<file path="config.mk">
export PLATFORM = sky130hd
export DESIGN_NAME = video_mono_palette
export DESIGN_NICKNAME = d
export VERILOG_FILES = /design/src/rtl/video_mono_palette.sv
export SDC_FILE = /design/constraint.sdc
export NUM_CORES = 1
export LEC_CHECK = 0
export ABC_AREA = 1
export CAP_MARGIN = 20
export CORE_ASPECT_RATIO = 0.7
export CORE_MARGIN = 2
export CORE_UTILIZATION = 28
export DETAILED_ROUTE_END_ITERATION = 10
export HOLD_SLACK_MARGIN = 0.02
export PLACE_DENSITY = 0.6
export RECOVER_POWER = 25
export SYNTH_ARGS = -nofsm -noshare
export SYNTH_HDL_FRONTEND = slang
export SYNTH_SLANG_ARGS = --single-unit
</file>
<file path="constraint.sdc">
create_clock -name clk -period 2.8 [get_ports clk]
set_clock_uncertainty 0.1 [all_clocks]
set_input_delay 0.7 -clock clk [delete_from_list [all_inputs] [get_ports clk]]
set_output_delay 0.7 -clock clk [all_outputs]
set_load 0.01 [all_outputs]
</file>
<file path="src/rtl/video_mono_palette.sv">
// Colour / monochrome output stage: expands IW-bit RGB to OW bits or maps it to a weighted luma
// for green, amber or grey monitor emulation, with a 2-stage ce-gated pipeline and matched syncs.
module video_mono_palette #(
    parameter int unsigned IW = 3,
    parameter int unsigned OW = 6,
    parameter int unsigned WR = 2,
    parameter int unsigned WG = 4,
    parameter int unsigned WB = 1
) (
    input  logic          clk,
    input  logic          rst,
    input  logic          ce,
    input  logic [1:0]    mode_req,
    input  logic          mode_now,
    input  logic          blank,
    input  logic [IW-1:0] ri,
    input  logic [IW-1:0] gi,
    input  logic [IW-1:0] bi,
    input  logic          hsync_n_i,
    input  logic          vsync_n_i,
    output logic [OW-1:0] ro,
    output logic [OW-1:0] go,
    output logic [OW-1:0] bo,
    output logic          hsync_n_o,
    output logic          vsync_n_o,
    output logic [1:0]    mode_active,
    output logic          mode_chg
);

    // Weighted sum of three IW-bit channels with 3-bit weights needs IW+5 bits; never narrower than OW.
    localparam int unsigned LW = (IW + 5 > OW) ? IW + 5 : OW;
    localparam logic [LW-1:0] LMAX = LW'((1 << OW) - 1);

    typedef enum logic [1:0] {
        MODE_COLOUR = 2'd0,
        MODE_GREEN  = 2'd1,
        MODE_AMBER  = 2'd2,
        MODE_GREY   = 2'd3
    } mode_t;

    function automatic logic [OW-1:0] replicate(input logic [IW-1:0] x);
        logic [OW-1:0] y;
        y = '0;
        for (int unsigned i = 0; i < OW; i++) begin
            y[OW-1-i] = x[IW-1-(i % IW)];
        end
        return y;
    endfunction

    mode_t         mode_cur;
    logic          vs_prev;
    logic          frame_edge;
    logic          upd;

    logic [LW-1:0] luma_raw;
    logic [OW-1:0] luma_sat;

    logic [OW-1:0] luma_s1;
    logic [OW-1:0] rep_r_s1;
    logic [OW-1:0] rep_g_s1;
    logic [OW-1:0] rep_b_s1;
    logic          blank_s1;
    mode_t         mode_s1;
    logic          hs_s1;
    logic          vs_s1;

    logic [OW-1:0] r_nx;
    logic [OW-1:0] g_nx;
    logic [OW-1:0] b_nx;

    always_comb begin
        luma_raw = LW'(WR) * LW'(ri) + LW'(WG) * LW'(gi) + LW'(WB) * LW'(bi);
        luma_sat = (luma_raw > LMAX) ? '1 : luma_raw[OW-1:0];
    end

    always_comb begin
        frame_edge = vs_prev && !vsync_n_i;
        upd        = ce && (frame_edge || mode_now) && (mode_t'(mode_req) != mode_cur);
    end

    // Mode register: the pixel sampled in the update cycle still captures the old mode.
    always_ff @(posedge clk) begin
        if (rst) begin
            mode_cur <= MODE_COLOUR;
            vs_prev  <= 1'b1;
            mode_chg <= 1'b0;
        end else begin
            mode_chg <= upd;
            if (ce) begin
                vs_prev <= vsync_n_i;
            end
            if (upd) begin
                mode_cur <= mode_t'(mode_req);
            end
        end
    end

    always_ff @(posedge clk) begin
        if (rst) begin
            luma_s1  <= '0;
            rep_r_s1 <= '0;
            rep_g_s1 <= '0;
            rep_b_s1 <= '0;
            blank_s1 <= 1'b0;
            mode_s1  <= MODE_COLOUR;
            hs_s1    <= 1'b1;
            vs_s1    <= 1'b1;
        end else if (ce) begin
            luma_s1  <= luma_sat;
            rep_r_s1 <= replicate(ri);
            rep_g_s1 <= replicate(gi);
            rep_b_s1 <= replicate(bi);
            blank_s1 <= blank;
            mode_s1  <= mode_cur;
            hs_s1    <= hsync_n_i;
            vs_s1    <= vsync_n_i;
        end
    end

    always_comb begin
        r_nx = '0;
        g_nx = '0;
        b_nx = '0;
        if (!blank_s1) begin
            case (mode_s1)
                MODE_COLOUR: begin
                    r_nx = rep_r_s1;
                    g_nx = rep_g_s1;
                    b_nx = rep_b_s1;
                end
                MODE_GREEN: begin
                    g_nx = luma_s1;
                end
                MODE_AMBER: begin
                    r_nx = luma_s1;
                    g_nx = luma_s1 >> 1;
                end
                MODE_GREY: begin
                    r_nx = luma_s1;
                    g_nx = luma_s1;
                    b_nx = luma_s1;
                end
                default: begin
                    r_nx = '0;
                end
            endcase
        end
    end

    always_ff @(posedge clk) begin
        if (rst) begin
            ro        <= '0;
            go        <= '0;
            bo        <= '0;
            hsync_n_o <= 1'b1;
            vsync_n_o <= 1'b1;
        end else if (ce) begin
            ro        <= r_nx;
            go        <= g_nx;
            bo        <= b_nx;
            hsync_n_o <= hs_s1;
            vsync_n_o <= vs_s1;
        end
    end

    assign mode_active = mode_cur;

endmodule

</file>
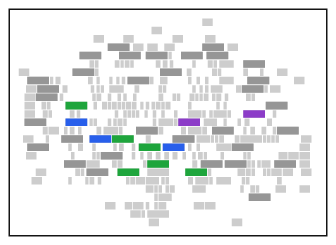
Figure 1: run 1, sequential cells grouped by signal name.
Other sequential cells in the stronger grey, the rest of the logic in the fainter grey.
[green] luma_s1 | sequential cells: 6
[blue] rep_b_s1 | sequential cells: 3
[purple] mode_s1 | sequential cells: 2
not coloured: 32

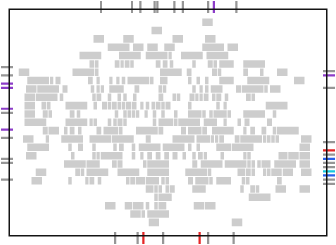
Figure 2: run 1, ports around the boundary.
Pins as bars across the die edge, other pins in grey.
[cyan] ce | pins: 1 | direction: input | edge: right
[blue] mode_req | pins: 2 | direction: input | edge: right
[purple] ro | pins: 6 | direction: output | edge: 4 left, 1 top, 1 right
[red] gi | pins: 3 | direction: input | edge: 2 bottom, 1 right
all pins by edge: 13 right, 11 left, 10 top, 7 bottom

==> results.yml, run 1 <==
# generated from flow reports
setup_path:
  slowest_stage: "fa_1"
  reg2reg_from: "mode_s1[0]$_SDFFE_PP0P_"
  cp_cell_sequence: "clkdlybuf4s50_1, inv_1, fa_1, inv_1, ha_1, fa_1, xor2_1, o21ai_1, inv_1"
  path_class: "in2reg"
  cp_max_fo: 2
  critPathLaunchType: "input pin"
  crit_top_cell: "inv_1"
  crit_end: "luma_s1[4]$_SDFFE_PP0P_"
  cp-startpoint: "ri[1]"
  arrival_ns: 2.69
final_timing:
  post-route-min-period_ns: 2.60
  relSlewSlack: 0.526
  setup-tns-final_ns: 0
  finalSetupViolations: 0
  rsz0062_at_grt: "false"
  finalHoldViolCount: 0
  clock.fmax_ghz: 0.385
  finalClockPeriodUsage: 0.928
final_layout:
  buffers: 46
  fill_cells: 749
  clockNetworkAreaShare: 0.0394
  biggestCellCategory: "multi-input combinational cells"
  drive_gt1_frac: 0.0458
  flops: 43
  regArea_um2: 861
  comb_area_um2: 947
  buffer_area_frac: 0.179
  comb_area_frac: 0.373
  seq_share: 0.339
  final_common_cell: "nand2_1"
clock_tree:
  clock_sinks: 43
  htreeDepth: 2
  ctsHoldBuffers: 0
  cts_tree: "yes"
  ctsRootBufferMaster: "clkbuf_8"
  path_clk_slew_ns: 0.08
  ctsResizeCount: 0
pwr:
  switchingPower_mw: 0.347
  comb_power_share: 0.170
  leakage_nw: 1.07
  seq_power_share: 0.508
  p_sw_frac: 0.261
  p_int_mw: 0.981
  clock_power_share: 0.322
  vdd.ir_drop.worst_mv: 0.202
yosys:
  yosys_warnings: 0
  ys_seq_frac: 0.448
  synthTopCellsByArea: "dfxtp_1 (45%), nand2_1 (16%), a21oi_1 (7.3%)"
  ys_sh_mux: 0
  synthTopLogicFamily: "simple AND/OR/NAND/NOR gates"
  synth-adder-area-share: 0.0859
  synth_flops: 43
  xor_area_frac: 0.0137
  syn_avg_cell_area_um2: 7.34
  ys_sh_aoi: 0.121
  ys_cells: 262
  simple_gate_area_frac: 0.277
  syn_nets: 292
  top_area_frac: 0.448
  yosysChipArea_um2: 1920
job:
  max_cap_violations: 0
floorplan:
  die.size.y_um: 73.3
  die_w_um: 103
  die_area_um2: 7560
  fp-utilization: 0.287
  well_tap_count: 94
detailed_routing:
  dr_wl_met2_mm: 1.75
  dr_wl_met3_um: 246
  drt-met1-wl_mm: 2.39
  vias_per_cell: 4.43
  highest_layer: "met4"
  drc: 0
outcome:
  outcome: "finished clean"
placed_design:
  numPortBuffers: 40
  gp_congestion: 0.829
global_route:
  antenna_found_initial: 0
  overflow: 0
  grt_pass1_wl_mm: 8.05
  grt.total_usage: 0.136
  grt_start_max_net_pins: 23
worst_hold_path:
  hp-start: "vsync_n_o$_SDFFE_PP1P_"
  whs_endpoint: "vsync_n_o$_SDFFE_PP1P_"
  hold_path.class: "reg2reg"
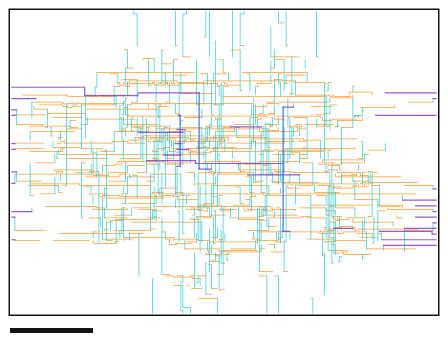
Figure 3: run 1, signal wires by layer.
The bar under the picture is 20 um long.
[cyan] M2 | wire length: 1750 um
[orange] M1 | wire length: 2390 um
[purple] M3 | wire length: 246 um
[blue] M4 | wire length: 60.5 um
DR WL/cell: 11.1 um
vias: 1772
Routed WL: 4.45 mm

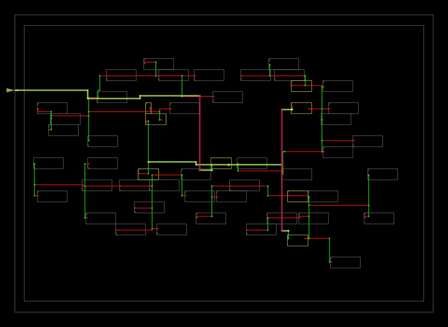
Figure 4: run 1, clock routing.
clk_buf instances: 8
Inserted Clock Buffers: 5

## run 1: metal layers
layer / track usage / vias to the layer above
li1: - / 924
met1: 0.200 / 795
met2: 0.191 / 46
met3: 0.0371 / 7
met4: 0.0424 / 0
met5: 0 / -
## run 1: worst max-delay path: cells and delay by family
family                   cells  cell delay [ns]
adder cells (fa/ha/maj)      3             1.13
buffers and inverters        4             0.59
AND-OR/OR-AND                1             0.11
XOR/XNOR                     1             0.15
## run 1: per-stage QoR
stage          hold WS, ns  setup WS, ns  area (um^2)   util  std cells
3_3_place_gp         0.338       -0.0771         2450  0.367        392
2_1_floorplan        0.329         0.426         1920      -        262
3_5_place_dp         0.345       -0.0987         2450  0.367        392
6_report             0.359         0.201         2540  0.379        400
5_1_grt              0.386         0.144         2540  0.379        400
4_1_cts              0.365         0.210         2550  0.381        400
## run 1: power groups by stage
stage                     Combinational [mW]  Clock (mW)  Sequential, mW
after global routing                   0.259       0.477           0.682
after floorplan                        0.129           0           0.692
after detailed placement               0.233           0           0.690
after global placement                 0.230           0           0.690
final                                  0.226       0.427           0.676
after CTS                              0.234       0.447           0.676
## run 1: cells in the mapped netlist
| cell type | number |
|---|---|
| o211ai_1 | 1 |
| dfxtp_1 | 43 |
| nand2_1 | 84 |
| inv_2 | 1 |
| a21oi_1 | 28 |
| o21ai_1 | 3 |
| clkbuf_1 | 3 |
| xnor2_1 | 2 |
| xor2_1 | 1 |
| nor2_1 | 29 |
| buf_2 | 6 |
| o21ai_0 | 14 |
| nor2_4 | 2 |
| nand3_1 | 16 |
| clkinv_1 | 1 |
| inv_1 | 14 |
| ha_1 | 10 |
| buf_1 | 1 |
| fa_1 | 2 |
| nand2_2 | 1 |
--- run 2 (diff from run 1) ---
--- a/config.mk
+++ b/config.mk
@@ -11,7 +11,7 @@
 export CORE_MARGIN = 2
 export CORE_UTILIZATION = 28
 export DETAILED_ROUTE_END_ITERATION = 10
-export HOLD_SLACK_MARGIN = 0.02
+export HOLD_SLACK_MARGIN = 0.06
 export PLACE_DENSITY = 0.6
 export RECOVER_POWER = 25
 export SYNTH_ARGS = -nofsm -noshare
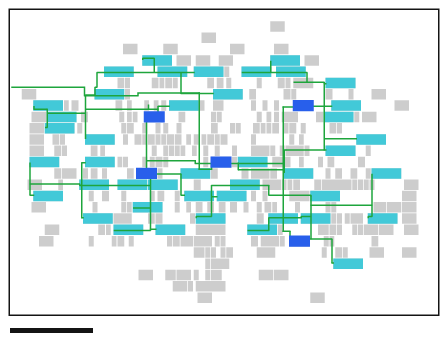
Figure 5: run 2, routed clock nets over the placement.
The bar under the picture is 20 um long.
[blue] clock-net drivers | count: 5
[green] clock wires | length: 547 um
[cyan] flip-flops | count: 43
routed clock nets: 6
Worst-Skew Late Latency: 0.29 ns
P_clk: 0.427 mW
clock share of power: 0.322

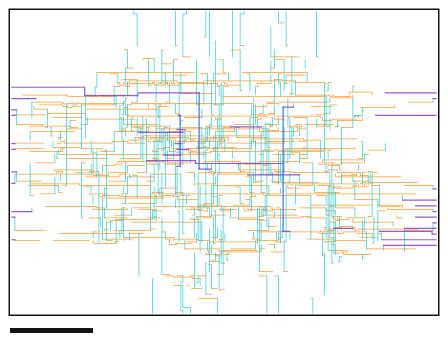
Figure 6: run 2, signal wires by layer.
The bar under the picture is 20 um long.
[orange] M1 | wire length: 2390 um
[cyan] M2 | wire length: 1750 um
[blue] M4 | wire length: 60.5 um
[purple] M3 | wire length: 246 um
total track usage: 0.136

==> run 2 against run 1 <==
  * Worst setup slack did not move
  * Area after synthesis did not move
  * Sequential share of layout area did not move
  * Count of clock-buffer cells in the layout did not move
  * Critical path depth did not move
  * Largest power group unchanged
==> results.yml, run 2 <==
# generated from flow reports
outcome:
  outcome: "finished clean"
setup_path:
  worst-path-buf-inv: 4
  critPathTopFamily: "adder cells"
  cp_max_fo: 2
  cp_slowest_stage_delay_ns: 0.54
  critPathRequiredTime_ns: 2.89
  cp_cell_sequence: "clkdlybuf4s50_1, inv_1, fa_1, inv_1, ha_1, fa_1, xor2_1, o21ai_1, inv_1"
  slowest_stage: "fa_1"
  path_class: "in2reg"
  critPathLaunchType: "input pin"
  arrival_ns: 2.69
  end_kind: "flip-flop"
  crit_top_cell: "inv_1"
yosys:
  ys_seq_frac: 0.448
  top_area_cell: "dfxtp_1"
  synth_async_sr_flop_share: 0
  yosys_warnings: 0
  synthMostInstantiatedCell: "nand2_1"
  syn_inst: 262
  top_area_frac: 0.448
  edf_count: 0
  syn_avg_cell_area_um2: 7.34
  syn_area_um2: 1920
  ys_cells: 262
  yosysChipArea_um2: 1920
  synth_flops: 43
  ys_top_cells_by_count: "nand2_1 (84), dfxtp_1 (43), nor2_1 (29)"
  synthTopCellsByArea: "dfxtp_1 (45%), nand2_1 (16%), a21oi_1 (7.3%)"
  flop_cell: "dfxtp_1"
  syn_nets: 292
  yosysUniqueCellTypes: 20
job:
  warning_count: 30
  max_cap_violations: 0
floorplan:
  die_w_um: 103
  ioPinCount: 41
  die_area_um2: 7560
  fp-utilization: 0.287
  row_count: 25
  die.size.y_um: 73.3
  coreArea_um2: 6690
final_layout:
  design_area_um2: 2540
  regArea_um2: 861
  fill_cells: 749
  antenna_cells: 0
  final_nets: 335
  syn2layout_area_growth_pct: 32.1
  final_cell_mix: "nand2_1 (85), dfxtp_1 (43), clkdlybuf4s50_1 (38)"
  final_cells: 400
  final_common_cell: "nand2_1"
  drive_gt1_frac: 0.0458
  comb_area_um2: 947
global_route:
  antenna_found_initial: 0
  busiest_layer: "met1"
  grt.met2_usage: 0.191
  use_met3: 0.0371
  use_met1: 0.200
  grt_start_max_net_pins: 23
  grt_pass1_wl_mm: 8.05
  overflow: 0
  grt_pass1_vias: 1750
clock_tree:
  ctsRootBufferMaster: "clkbuf_8"
  clock_sinks: 43
  path_clk_slew_ns: 0.08
  ctsHoldBuffers: 0
  postCtsSetupBuffers: 0
  clk_path_buf_depth: 2
  cts_buffers: 5
  cts_tree: "yes"
  htreeDepth: 2
  ctsResizeCount: 0
final_timing:
  finalHoldViolCount: 0
  worstMarginPinSlew_ns: 0.711
  relSlewSlack: 0.526
  finalMaxSlewViolations: 0
  clock.fmax_ghz: 0.385
  rsz0062_at_grt: "false"
  finalClockPeriodUsage: 0.928
  post-route-min-period_ns: 2.60
  timing.hold.ws_ns: 0.359
  finalSetupViolations: 0
  fin_ws_ns: 0.201
detailed_routing:
  drt-met1-wl_mm: 2.39
  vias_per_cell: 4.43
  dr_wl_met2_mm: 1.75
  routedWlPerCell_um: 11.1
  drt_iter0_drc: 110
  dr_wl_met3_um: 246
  highest_layer: "met4"
  drc: 0
  drtPass1Iterations: 6
  vias: 1772
  drtAntennaViolNets: 0
  routed_wl_mm: 4.45
placed_design:
  place_inst: 392
  numPortBuffers: 40
  place_area_um2: 2450
  gp_congestion: 0.829
  dp_hpwl_mm: 3.41
  pre_cts_slack_ns: -0.0987
pwr:
  p_per_area_nw_per_um2: 523
  leakage_nw: 1.07
  vdd.ir_drop.worst_mv: 0.202
worst_hold_path:
  hold_path.class: "reg2reg"
-- run 2: cell counts in the layout (fill, tap and decap cells not counted) --
Identical to the previous run, type by type.
-- run 2: power breakdown --
group	leakage, nW	internal (mW)	switching [mW]
sequential	0.354	0.649	0.0264
clock	0.0515	0.225	0.202
combinational	0.665	0.107	0.119
total	1.07	0.981	0.347
-- run 2: kinds of logic (layout without fill, tap and decap cells) --
kind of cell | after synthesis | in the layout | synth area share
simple gates | 132 | 132 | 0.277
flops | 43 | 43 | 0.448
fa+ha+maj | 12 | 12 | 0.0859
xor+xnor | 3 | 3 | 0.0137
compound gates | 46 | 46 | 0.121
buf+inv | 26 | 70 | 0.0546
-- run 2: path summary, 6_finish.rpt --
check | cells after the start | end | startpoint | slack [ns]
hold / removal | 2 | vsync_n_o$_SDFFE_PP1P_ | vsync_n_o$_SDFFE_PP1P_ | 0.36
setup reg to reg | 5 | bo[5]$_SDFFE_PP0P_ | mode_s1[0]$_SDFFE_PP0P_ | 1.10
setup / recovery | 9 | luma_s1[4]$_SDFFE_PP0P_ | ri[1] | 0.20
hold reg to reg | 2 | vsync_n_o$_SDFFE_PP1P_ | vsync_n_o$_SDFFE_PP1P_ | 0.36
-- run 2: through the flow --
step | util | setup TNS [ns] | power [mW]
after floorplan | - | 0 | 0.821
after global placement | 0.367 | -0.0771 | 0.920
after detailed placement | 0.367 | -0.107 | 0.922
after CTS | 0.381 | 0 | 1.36
after global routing | 0.379 | 0 | 1.42
final | 0.379 | 0 | 1.33
-- run 2: final cells by class --
type / instances / share of cell area
multi-input combinational: 193 / 0.373
sequential: 43 / 0.339
timing repair buffer: 46 / 0.179
tap: 94 / 0.0463
clock buffer: 8 / 0.0394
inverter: 16 / 0.0236
No activity file was given, so power comes from the tool's default toggle rates.
